$ cat config.mk
export PLATFORM = sky130hd
export DESIGN_NAME = riscv_uart_tx
export DESIGN_NICKNAME = d
export VERILOG_FILES = /design/src/rtl/riscv_uart_tx.sv
export SDC_FILE = /design/constraint.sdc
export NUM_CORES = 1
export LEC_CHECK = 0
export CORE_ASPECT_RATIO = 1.4
export CORE_MARGIN = 2
export CORE_UTILIZATION = 42
export CTS_BUF_LIST = sky130_fd_sc_hd__clkbuf_4 sky130_fd_sc_hd__clkbuf_8 sky130_fd_sc_hd__clkbuf_16
export CTS_CLUSTER_DIAMETER = 200
export CTS_CLUSTER_SIZE = 28
export DETAILED_ROUTE_END_ITERATION = 10
export PLACE_DENSITY = 0.75
export SLEW_MARGIN = 20
export SYNTH_ARGS = -nofsm -noshare
export SYNTH_HDL_FRONTEND = slang
export SYNTH_SLANG_ARGS = --single-unit
export TNS_END_PERCENT = 30
$ cat constraint.sdc
create_clock -name i_clk -period 3.45 [get_ports i_clk]
set_clock_uncertainty 0.15 [all_clocks]
set_input_delay 0.69 -clock i_clk [delete_from_list [all_inputs] [get_ports i_clk]]
set_output_delay 0.69 -clock i_clk [all_outputs]
set_load 0.01 [all_outputs]
$ cat src/rtl/riscv_uart_tx.sv
// Memory-mapped UART transmitter: a byte FIFO feeding an 8N1 serial framer.
// The register window holds TXDATA (push a byte) and STATUS ({ovf, busy, empty, full}).
module riscv_uart_tx #(
  parameter logic [31:0] UART_BASE_ADDR = 32'h1000_0000,
  parameter int          CLKS_PER_BIT   = 16,
  parameter int          FIFO_DEPTH     = 4
) (
  input  logic        i_clk,
  input  logic        i_rstn,
  input  logic [31:0] i_uart_dmem_addr,
  input  logic        i_uart_dmem_wr_en,
  input  logic [3:0]  i_uart_dmem_byte_sel,
  input  logic [31:0] i_uart_dmem_wr_data,
  output logic        o_uart_sel,
  output logic [31:0] o_uart_rd_data,
  output logic        o_uart_txd,
  output logic        o_uart_busy
);

  localparam int BAUD_W = (CLKS_PER_BIT > 2) ? $clog2(CLKS_PER_BIT) : 1;
  localparam int PTR_W  = $clog2(FIFO_DEPTH);
  localparam int CNT_W  = PTR_W + 1;
  localparam logic [BAUD_W-1:0] BAUD_LAST = BAUD_W'(CLKS_PER_BIT - 1);

  typedef enum logic [1:0] {IDLE, START, DATA, STOP} state_t;

  state_t            state, state_next;
  logic [BAUD_W-1:0] baud_cnt;
  logic [2:0]        bit_idx;
  logic [7:0]        shift_reg;
  logic [7:0]        fifo_mem [FIFO_DEPTH];
  logic [PTR_W-1:0]  rd_ptr, wr_ptr;
  logic [CNT_W-1:0]  count;
  logic              ovf;

  logic fifo_full, fifo_empty, bit_done;
  logic wr_txdata, push, pop, ovf_set, ovf_clr;
  logic unused_bits;

  assign unused_bits = ^{i_uart_dmem_addr[1:0], i_uart_dmem_byte_sel[3:1],
                         i_uart_dmem_wr_data[31:8]};

  // Address decode and register strobes
  assign o_uart_sel = (i_uart_dmem_addr[31:3] == UART_BASE_ADDR[31:3]);
  assign fifo_full  = (count == CNT_W'(FIFO_DEPTH));
  assign fifo_empty = (count == '0);
  assign bit_done   = (baud_cnt == BAUD_LAST);

  // Full is judged on the pre-edge count, so a same-cycle pop never rescues a push.
  assign wr_txdata = o_uart_sel && i_uart_dmem_wr_en && !i_uart_dmem_addr[2]
                     && i_uart_dmem_byte_sel[0];
  assign push      = wr_txdata && !fifo_full;
  assign ovf_set   = wr_txdata && fifo_full;
  assign ovf_clr   = o_uart_sel && i_uart_dmem_wr_en && i_uart_dmem_addr[2]
                     && i_uart_dmem_byte_sel[0] && i_uart_dmem_wr_data[3];

  always_comb begin
    o_uart_rd_data = '0;
    if (o_uart_sel && i_uart_dmem_addr[2])
      o_uart_rd_data = {28'b0, ovf, o_uart_busy, fifo_empty, fifo_full};
  end

  // NOTE: sequential state uses non-blocking assignments so every register
  // samples pre-edge values regardless of block ordering.
  always_ff @(posedge i_clk or negedge i_rstn) begin
    if (!i_rstn) state <= IDLE;
    else         state <= state_next;
  end

  always_comb begin
    state_next = state;
    pop        = 1'b0;
    case (state)
      IDLE:  if (!fifo_empty) begin
               pop        = 1'b1;
               state_next = START;
             end
      START: if (bit_done) state_next = DATA;
      DATA:  if (bit_done && bit_idx == 3'd7) state_next = STOP;
      STOP:  if (bit_done) begin
               if (!fifo_empty) begin
                 pop        = 1'b1;
                 state_next = START;
               end else begin
                 state_next = IDLE;
               end
             end
      default: state_next = IDLE;
    endcase
  end

  always_comb begin
    o_uart_txd  = 1'b1;
    o_uart_busy = !fifo_empty || (state != IDLE);
    case (state)
      START:   o_uart_txd = 1'b0;
      DATA:    o_uart_txd = shift_reg[0];
      default: o_uart_txd = 1'b1;
    endcase
  end

  // Baud counter reloads on every state entry (including STOP -> START).
  always_ff @(posedge i_clk or negedge i_rstn) begin
    if (!i_rstn) begin
      baud_cnt  <= '0;
      bit_idx   <= '0;
      shift_reg <= '0;
    end else begin
      if (state_next != state || state == IDLE) baud_cnt <= '0;
      else                                      baud_cnt <= baud_cnt + 1'b1;

      if (state != DATA)  bit_idx <= '0;
      else if (bit_done)  bit_idx <= bit_idx + 3'd1;

      if (pop)                          shift_reg <= fifo_mem[rd_ptr];
      else if (state == DATA && bit_done) shift_reg <= {1'b0, shift_reg[7:1]};
    end
  end

  always_ff @(posedge i_clk or negedge i_rstn) begin
    if (!i_rstn) begin
      rd_ptr <= '0;
      wr_ptr <= '0;
      count  <= '0;
      ovf    <= 1'b0;
    end else begin
      if (push) wr_ptr <= wr_ptr + 1'b1;
      if (pop)  rd_ptr <= rd_ptr + 1'b1;
      case ({push, pop})
        2'b10:   count <= count + 1'b1;
        2'b01:   count <= count - 1'b1;
        default: count <= count;
      endcase
      ovf <= ovf_set || (ovf && !ovf_clr);
    end
  end

  // NOTE: the storage array has no reset; pointers and count define validity,
  // so stale entries are never observable.
  always_ff @(posedge i_clk) begin
    if (push) fifo_mem[wr_ptr] <= i_uart_dmem_wr_data[7:0];
  end

endmodule

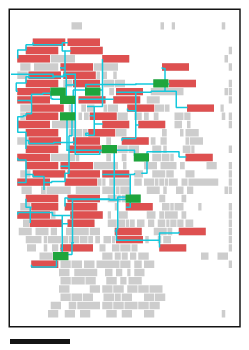
Figure 1: clock distribution.
Bar = 20 um.
Cyan marks clock wires, length 687 um. Green marks cells driving clock nets, count 9. Red marks flip-flops, count 57.
There are 10 routed clock nets.
Clock Latency Late Sink: 0.33 ns
power attributed to the clock group: 0.601 mW

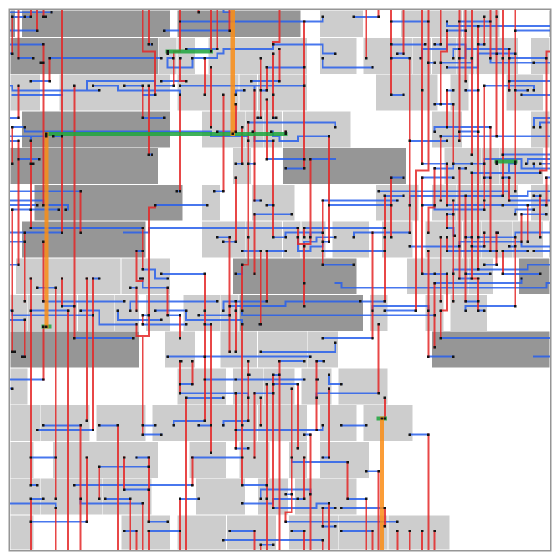
Figure 2: close-up of the layout.
Region (18, 11) to (58, 51) um. Cells in grey, sequential cells in the stronger grey; small squares are vias.
Blue marks met1. Green marks met3. Red marks met2. Orange marks met4.
Most frequent: clkdlybuf4s50_1 (18), nand2_1 (7). Netlist names of flops here include fifo_mem (6), count (3). 105 logic cells have their middle in the window. Sequential cells in the window: 12.

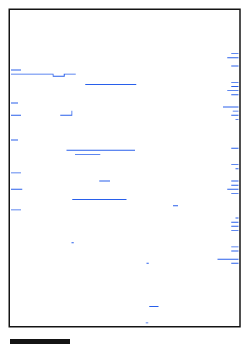
Figure 3: the metal 3 layer.
Bar = 20 um.
The layer carries 180 um of wire. The wires run mostly horizontal.
met3 usage in global routing: 0.0368
via total after detailed routing: 1920
Post-Route WL: 5.23 mm

==> summary.txt <==
Implementation summary

The layout has 54 buffers outside the clock class. The maximum level of the CTS H-tree is 3. The post-route worst hold slack is 0.333 ns. Registers represent a cell area share of 0.421. The largest fanout on the critical path is 5.

The cell-mix breakdown from Yosys lists the compound-gate area share as 0.0726. The area share of the largest cell type after synthesis is 0.317. The startpoint of the most critical register-to-register path is state[1]$_DFF_PN0_.

The type of the worst setup path is in -> out. The flow ran to the end, and the final reports show no timing, DRC or antenna violations. The I/O pin total is 106.

Looking at the hold checks, the worst path lands on baud_cnt[0]$_DFF_PN0_. The power attributed to combinational cells is 0.122 mW. The post-synthesis instance total is 238. The total CTS buffers is 9. The remaining global-route overflow is 0. The final-layout clock buffer total is 9.

The iteration tally of the first detailed-router pass is 4. The layout summary lists the proportion of cells stronger than drive strength 1 as 0.150. The multi-input combinational cell count is 166.
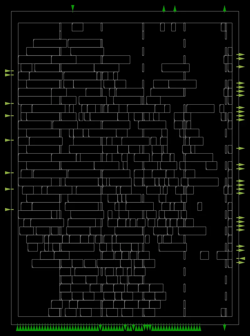
Figure 4: placement view.
number of placement rows: 36
final core area utilization: 0.540
Well-Tap Cells: 95
number of fill cells: 605
non-filler cells, final: 396

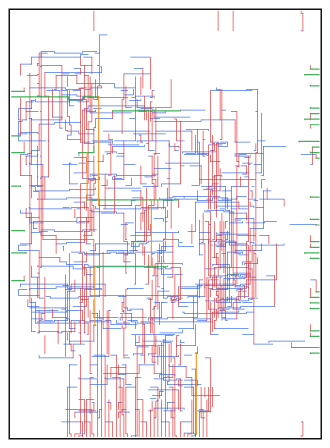
Figure 5: metal layers overlaid.
Orange marks met4, wire length 88.4 um. Green marks met3, wire length 180 um. Blue marks met1, wire length 2130 um. Red marks met2, wire length 2840 um.
GRT Util Overall: 0.150
per-cell routed wire length: 13.2 um

Power is estimated from default activity; no workload was simulated.
